### Cells colored by class, run 1

Scale bar: 50 um.
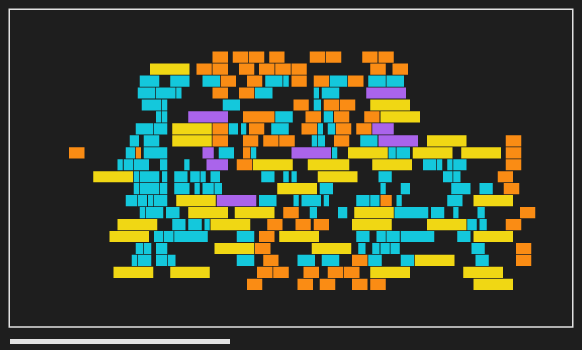
### Sequential cells colored by netlist name, run 1

Scale bar: 50 um. Other sequential cells in the stronger gray, the rest of the logic in the fainter gray.
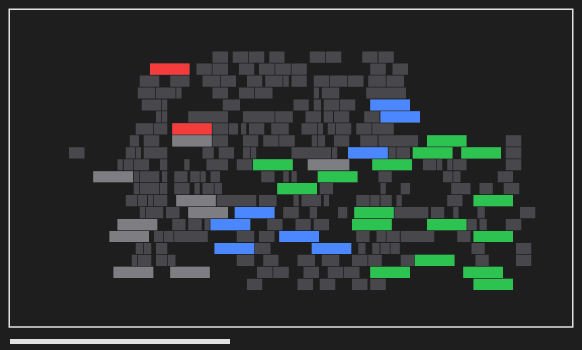
### Gate families picked out, run 1

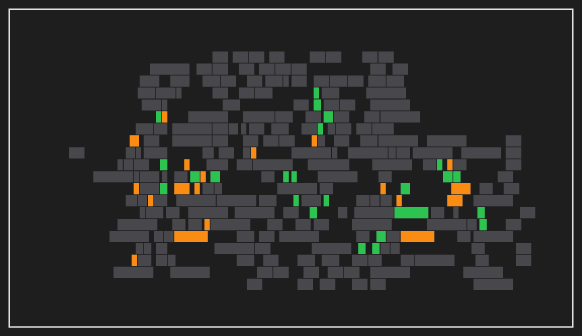
### Wiring by layer, run 1

Scale bar: 50 um. Only two layers are drawn.
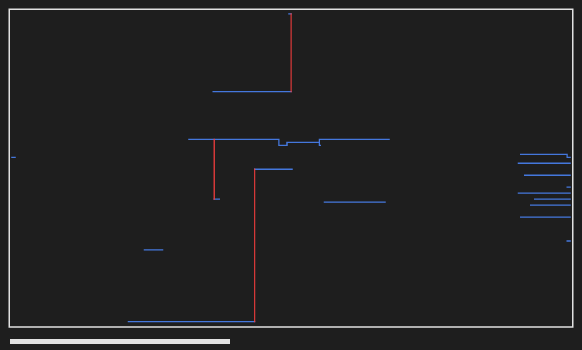
$ cat src/rtl/uart_tx_fifo_sched.sv
// uart_tx_fifo_sched: shares the 4-entry UART TX FIFO between two producers
// and drains it one byte at a time into the transmitter.
//
// Ports:
//   clk, reset            clock; asynchronous active-high reset
//   req0_valid/data/ready producer 0 (RX loopback), same-cycle handshake
//   req1_valid/data/ready producer 1 (local message source)
//   fifo_we, fifo_wdata   FIFO write port
//   fifo_full             FIFO full flag
//   fifo_re               FIFO pop
//   fifo_rdata            FIFO head byte (show-ahead)
//   fifo_empty            FIFO empty flag
//   tx_start              one-cycle start pulse to the transmitter
//   tx_data               registered byte for the transmitter
//   tx_busy, tx_done      transmitter status
//   sent_count            bytes handed to the transmitter since reset

module uart_tx_fifo_sched #(
  parameter int DATA_WIDTH = 8,
  parameter int GAP_CYCLES = 2,
  parameter int CNT_WIDTH  = 16
) (
  input  logic                  clk,
  input  logic                  reset,
  input  logic                  req0_valid,
  input  logic [DATA_WIDTH-1:0] req0_data,
  output logic                  req0_ready,
  input  logic                  req1_valid,
  input  logic [DATA_WIDTH-1:0] req1_data,
  output logic                  req1_ready,
  output logic                  fifo_we,
  output logic [DATA_WIDTH-1:0] fifo_wdata,
  input  logic                  fifo_full,
  output logic                  fifo_re,
  input  logic [DATA_WIDTH-1:0] fifo_rdata,
  input  logic                  fifo_empty,
  output logic                  tx_start,
  output logic [DATA_WIDTH-1:0] tx_data,
  input  logic                  tx_busy,
  input  logic                  tx_done,
  output logic [CNT_WIDTH-1:0]  sent_count
);

  localparam logic [1:0] ST_IDLE  = 2'd0;
  localparam logic [1:0] ST_START = 2'd1;
  localparam logic [1:0] ST_WAIT  = 2'd2;
  localparam logic [1:0] ST_GAP   = 2'd3;

  localparam int GAP_LOAD_I =
    (GAP_CYCLES > 0) ? GAP_CYCLES - 1 : 0;
  localparam logic [7:0] GAP_LOAD = GAP_LOAD_I[7:0];

  localparam logic [CNT_WIDTH-1:0] CNT_ONE =
    {{(CNT_WIDTH-1){1'b0}}, 1'b1};

  // ---------------- write arbiter ----------------
  logic last_grant;
  logic gnt0;
  logic gnt1;

  always_comb begin
    gnt0 = 1'b0;
    gnt1 = 1'b0;
    // Outputs stay quiet while reset is held, even
    // though the arbiter itself is combinational.
    if (!reset && !fifo_full) begin
      unique case (1'b1)
        (req0_valid && !req1_valid): gnt0 = 1'b1;
        (!req0_valid && req1_valid): gnt1 = 1'b1;
        (req0_valid && req1_valid): begin
          gnt0 = last_grant;
          gnt1 = !last_grant;
        end
        default: ;
      endcase
    end
  end

  assign req0_ready = gnt0;
  assign req1_ready = gnt1;
  assign fifo_we    = gnt0 | gnt1;
  assign fifo_wdata = gnt1 ? req1_data : req0_data;

  // Resets to 1 so producer 0 wins the first tie.
  always_ff @(posedge clk or posedge reset) begin
    if (reset) begin
      last_grant <= 1'b1;
    end else if (gnt0) begin
      last_grant <= 1'b0;
    end else if (gnt1) begin
      last_grant <= 1'b1;
    end
  end

  // ---------------- drain sequencer ----------------
  logic [1:0] state;
  logic [1:0] state_nxt;
  logic [7:0] gap_cnt;
  logic [7:0] gap_nxt;
  logic       pop;

  always_comb begin
    state_nxt = state;
    gap_nxt   = gap_cnt;
    pop       = 1'b0;
    unique case (state)
      ST_IDLE: begin
        if (!reset && !fifo_empty && !tx_busy) begin
          pop       = 1'b1;
          state_nxt = ST_START;
        end
      end
      ST_START: state_nxt = ST_WAIT;
      ST_WAIT: begin
        if (tx_done) begin
          if (GAP_CYCLES == 0) begin
            state_nxt = ST_IDLE;
          end else begin
            state_nxt = ST_GAP;
            gap_nxt   = GAP_LOAD;
          end
        end
      end
      ST_GAP: begin
        if (gap_cnt == 8'd0) begin
          state_nxt = ST_IDLE;
        end else begin
          gap_nxt = gap_cnt - 8'd1;
        end
      end
      default: state_nxt = ST_IDLE;
    endcase
  end

  assign fifo_re  = pop;
  assign tx_start = (state == ST_START);

  always_ff @(posedge clk or posedge reset) begin
    if (reset) begin
      state      <= ST_IDLE;
      gap_cnt    <= 8'd0;
      tx_data    <= '0;
      sent_count <= '0;
    end else begin
      state   <= state_nxt;
      gap_cnt <= gap_nxt;
      if (pop) begin
        tx_data    <= fifo_rdata;
        sent_count <= sent_count + CNT_ONE;
      end
    end
  end

endmodule

$ cat config.mk
export PLATFORM = sky130hd
export DESIGN_NAME = uart_tx_fifo_sched
export DESIGN_NICKNAME = d
export VERILOG_FILES = /design/src/rtl/uart_tx_fifo_sched.sv
export SDC_FILE = /design/constraint.sdc
export NUM_CORES = 1
export LEC_CHECK = 0
export CAP_MARGIN = 20
export CORE_ASPECT_RATIO = 0.5
export CORE_MARGIN = 8
export CORE_UTILIZATION = 30
export DETAILED_ROUTE_END_ITERATION = 6
export GPL_TIMING_DRIVEN = 0
export SLEW_MARGIN = 20
export SYNTH_ARGS = -nofsm -noshare
export SYNTH_HDL_FRONTEND = slang
export SYNTH_SLANG_ARGS = --single-unit
$ cat constraint.sdc
create_clock -name clk -period 5 [get_ports clk]
set_input_delay 1 -clock clk [delete_from_list [all_inputs] [get_ports clk]]
set_output_delay 1 -clock clk [all_outputs]
set_load 0.02 [all_outputs]
==> summary.txt, run 1 <==
Status on the layout run. The flow ran to the end, and the final reports show no timing, DRC or antenna violations. Instance count of the mapped netlist landed at ~170. Area of the core landed at 0.00606 mm^2. Area taken by flip-flops and latches landed at between 800 and 900 um^2.

Peak per-stage delay on the critical path landed at about 0.62 ns. First-pass GRT wire length landed at approximately 7700 um. In this run the tightest slew margin relative to its limit is 0.667.

Clock tree synthesis inserted a total of 5 buffers. Clock network power consumption landed at between 300 and 400 uW. Number of fillers in the final layout landed at between 500 and 600. Power spread over the standard cell area amounts to ~450 mW/mm^2. After synthesis the netlist holds a flip-flop and latch count of 35. The detailed router used layers up to and including met4.

The most common cell in the synthesized netlist is sky130_fd_sc_hd__dfrtp_1. Aoi/oai-family share of the synthesized area landed at 0.0587. Hold repair after CTS inserted 0 buffers. OpenSTA lists the critical path startpoint as reset. Per the post-route antenna check, the number of violating nets is 0.

Combinational power for this build is slightly above 500 uW. Area used by multi-input combinational logic landed at around 940 um^2. The synthesis run identifies the leading combinational cell family as simple AND/OR/NAND/NOR gates. The launch point of the worst register-to-register path is recorded as state[0]. The largest register by flop count is sent_count. The area fraction of the largest cell type after synthesis is 0.453.

Summed over all layers, the global routing overflow is 0. The worst setup path is of the in -> out kind. After clock tree synthesis, the clock-pin slew on the worst setup and hold paths is ~0.060 ns.

Quantity of I/O buffers inserted on ports landed at just under 70. Setup repair after global routing left no endpoint under its margin. Counting the warning lines in the Yosys log gives 0.
About 'Cells colored by class':
[cyan] remaining logic cells | cells: 128 | share of their area: 36%
[purple] clock drivers and dummy loads | cells: 8 | share of their area: 5.8%
[yellow] registers | cells: 35 | share of their area: 32%
[orange] remaining buffers and delay cells | cells: 72 | share of their area: 26%

About 'Sequential cells colored by netlist name':
[green] `sent_count` | sequential cells: 16
[red] `state` | sequential cells: 2
[blue] `tx_data` | sequential cells: 8

About 'Gate families picked out':
[green] nand cells | cells: 24 | most used: nand3_1
[orange] nor cells | cells: 19 | most used: nor2_1

About 'Wiring by layer':
[blue] M3 | wire length: 200 um
[red] M4 | wire length: 66.0 um

--- run 2 (diff from run 1) ---
==> constraint.sdc (replaced) <==
create_clock -name clk -period 3.67 [get_ports clk]
set_input_delay 0.734 -clock clk [delete_from_list [all_inputs] [get_ports clk]]
set_output_delay 0.734 -clock clk [all_outputs]
set_load 0.02 [all_outputs]
### Gate families picked out, run 2

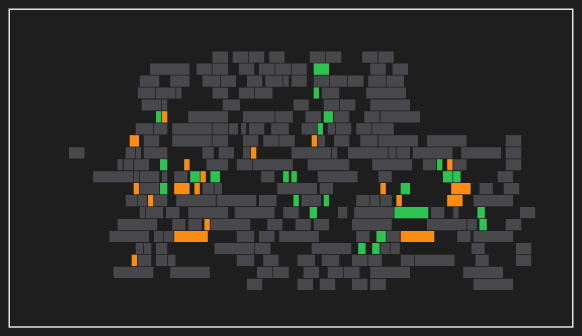
[orange] nor cells | cells: 19 | most used: nor2_1
[green] nand cells | cells: 24

### Sequential cells colored by netlist name, run 2

Scale bar: 50 um. Other sequential cells in the stronger gray, the rest of the logic in the fainter gray.
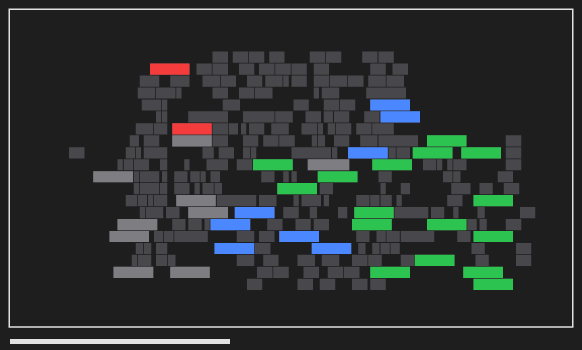
[red] `state` | sequential cells: 2
[green] `sent_count` | sequential cells: 16
[blue] `tx_data` | sequential cells: 8
not colored: 9
Sequential Power: 585 uW
share of the core filled with cells in the final layout: 0.471
fraction of area in registers: 0.307
FF+latch area: 877 um^2

==> summary.txt, run 2 <==
Status on the layout run. First-pass GRT wire length landed at 7720 um (unchanged). Multiplexer share of the synthesized area landed at 0.125. Per the OpenROAD power report, leakage power amounts to around 0.0012 uW. Number of warnings issued by yosys landed at 0 (unchanged).

The clock network power consumption was 449 uW (+36%). The worst slew slack as a fraction of its limit is 0.667 (unchanged). TritonCTS built the clock tree. Setup repair after global routing left no endpoint under its margin. In the hold timing report, the worst path depth is 1. The aoi/oai-family share of the synthesized area was 0.0587 (unchanged). STA classifies the critical path endpoint as an output port. The fraction of post-synthesis cell area in the top cell type by area was 0.453 (unchanged).

The remaining global-route overflow is 0 (unchanged). The worst setup path is launched from a primary input. Number of nets in the finished design landed at around 280. The biggest slice of the total power is consumed by combinational logic.

The CTS log lists the clock sinks for this run as 35. The quantity of I/O buffers inserted on ports is 68 (unchanged). Power consumed by combinational cells landed at 705 uW (+36%). Peak per-stage delay on the critical path landed at 0.62 ns (about the same). sent_count holds more flip-flops than any other register.

For this run the top cell type by instance count after synthesis was sky130_fd_sc_hd__dfrtp_1. On the critical path the data arrives at between 2 and 3 ns. Per the timing report, the most critical flop-to-flop path originates at state[0]. Sequential cell count landed at 35. The number of fillers in the final layout was 579 (+0.17%). The instance count of the mapped netlist is 166 (unchanged).

Antenna violation net count after detailed routing landed at 0 (unchanged). After synthesis, the largest family of logic cells by area is simple AND/OR/NAND/NOR gates. Number of buffers and inverters on the critical path landed at 5. Post-detailed-route via-to-cell ratio landed at about 4.5. The critical path starts at reset. The area used by multi-input combinational logic is 946 um^2 (+0.53%). Total power per unit cell area landed at 610 mW/mm^2 (+36%).

Number of standard cells reported by yosys landed at ~170. Number of register bits inferred by synthesis landed at 35 (unchanged). Signal nets in the final route climb as high as met4. The area of the core is 0.00606 mm^2 (unchanged). Clock buffer count from CTS landed at 5 (unchanged). Number of DRC violations after detailed-routing iteration 0 landed at between 70 and 80. Synthesized-area fraction occupied by xor and xnor cells landed at 0.0793. By startpoint and endpoint, the worst setup path is classified as in -> out. The flow ran to the end, and the final reports show no timing, DRC or antenna violations. Leaving out fill and tap cells, the most frequent cell in the layout is sky130_fd_sc_hd__clkdlybuf4s50_1. Post-cts hold buffer count landed at 0 (unchanged).
### Wiring by layer, run 2

Scale bar: 50 um. Only two layers are drawn.
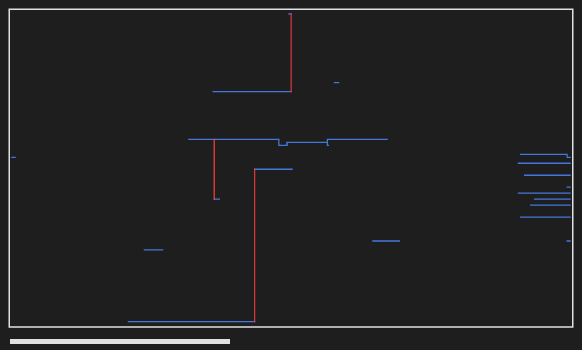
[blue] M3 | wire length: 192 um
[red] M4 | wire length: 66.0 um

--- run 3 (diff from run 2) ---
==> constraint.sdc (replaced) <==
create_clock -name clk -period 3.67 [get_ports clk]
set_input_delay 0.734 -clock clk [delete_from_list [all_inputs] [get_ports clk]]
set_output_delay 0.734 -clock clk [all_outputs]
set_load 0.01 [all_outputs]
### Sequential cells colored by netlist name, run 3

Scale bar: 50 um. Other sequential cells in the stronger gray, the rest of the logic in the fainter gray.
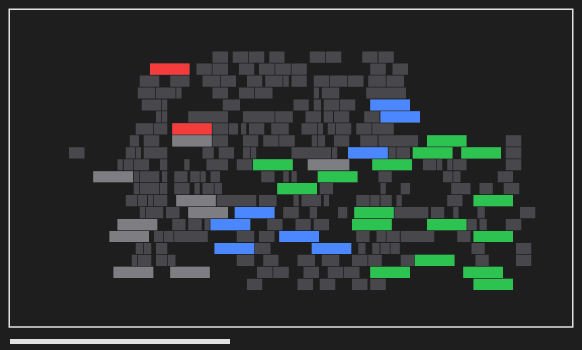
share of the core filled with cells in the final layout: 0.470
fraction of area in registers: 0.308

### Wiring by layer, run 3

Scale bar: 50 um. Only two layers are drawn.
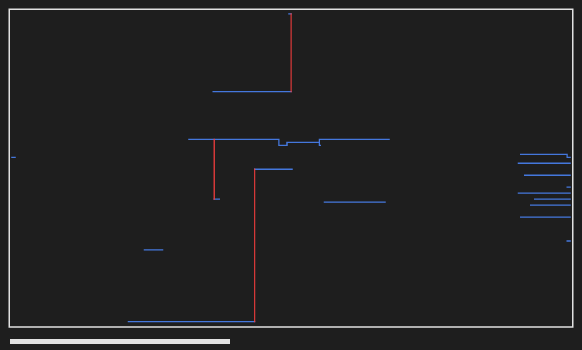
[blue] M3 | wire length: 200 um
[red] M4 | wire length: 66.0 um
Via Count: 1493
Wirelength per Cell: 14.3 um
total length of routed wires: 4730 um

==> summary.txt, run 3 <==
Status on the layout run. The run finished with clean final reports. The most common logic cell in the final layout is sky130_fd_sc_hd__clkdlybuf4s50_1. The number of cells on the worst hold path was 1 (unchanged). Count of clock tree sinks landed at 35 (unchanged). Sequential cell count landed at 35 (unchanged). STA classifies the critical path startpoint as a primary input. The area taken by flip-flops and latches was 877 um^2 (unchanged). STA classifies the critical path endpoint as an output port. Setup repair after global routing left no endpoint under its margin. The quantity of I/O buffers inserted on ports was 68 (unchanged).

The critical path is of the in -> out type. The power of the sequential group came to 585 uW (about the same). Of all power groups, the one with the highest power is combinational logic. The worst slew slack as a fraction of its limit came to 0.667 (unchanged).

In the synthesized netlist, the dominant kind of combinational cell is simple AND/OR/NAND/NOR gates. Area of the core landed at 0.00606 mm^2 (unchanged). According to the timing report, the critical path is launched from reset. Remaining global-route overflow landed at 0 (unchanged). The number of DRC violations after detailed-routing iteration 0 came to 66 (-7.0%). Post-cts hold buffer count landed at 0 (unchanged).

The post-detailed-route via-to-cell ratio is 4.51 (-0.47%). Area used by multi-input combinational logic landed at 941 um^2 (-0.53%). Number of warnings issued by yosys landed at 0 (unchanged). Looking at the gate-level netlist, the highest instance count belongs to sky130_fd_sc_hd__dfrtp_1. The clock buffer count from CTS was 5 (unchanged). The power consumed by combinational cells was 647 uW (-8.2%). Total power per unit cell area landed at 590 mW/mm^2 (-3.2%). Synthesized-area fraction occupied by xor and xnor cells landed at 0.0793 (unchanged).
### Congestion heat map, run 3

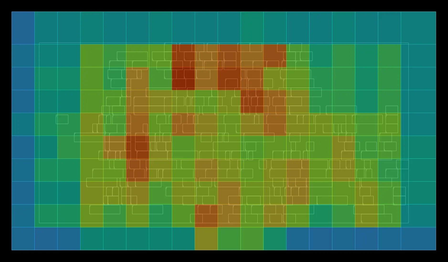
global router's overall resource usage: 0.106
gr busiest metal: met2
met2 track demand over resource in global routing: 0.191
M1 GR Usage: 0.114
GR met3 Demand/Resource: 0.0365

Power is estimated from default activity; no workload was simulated.
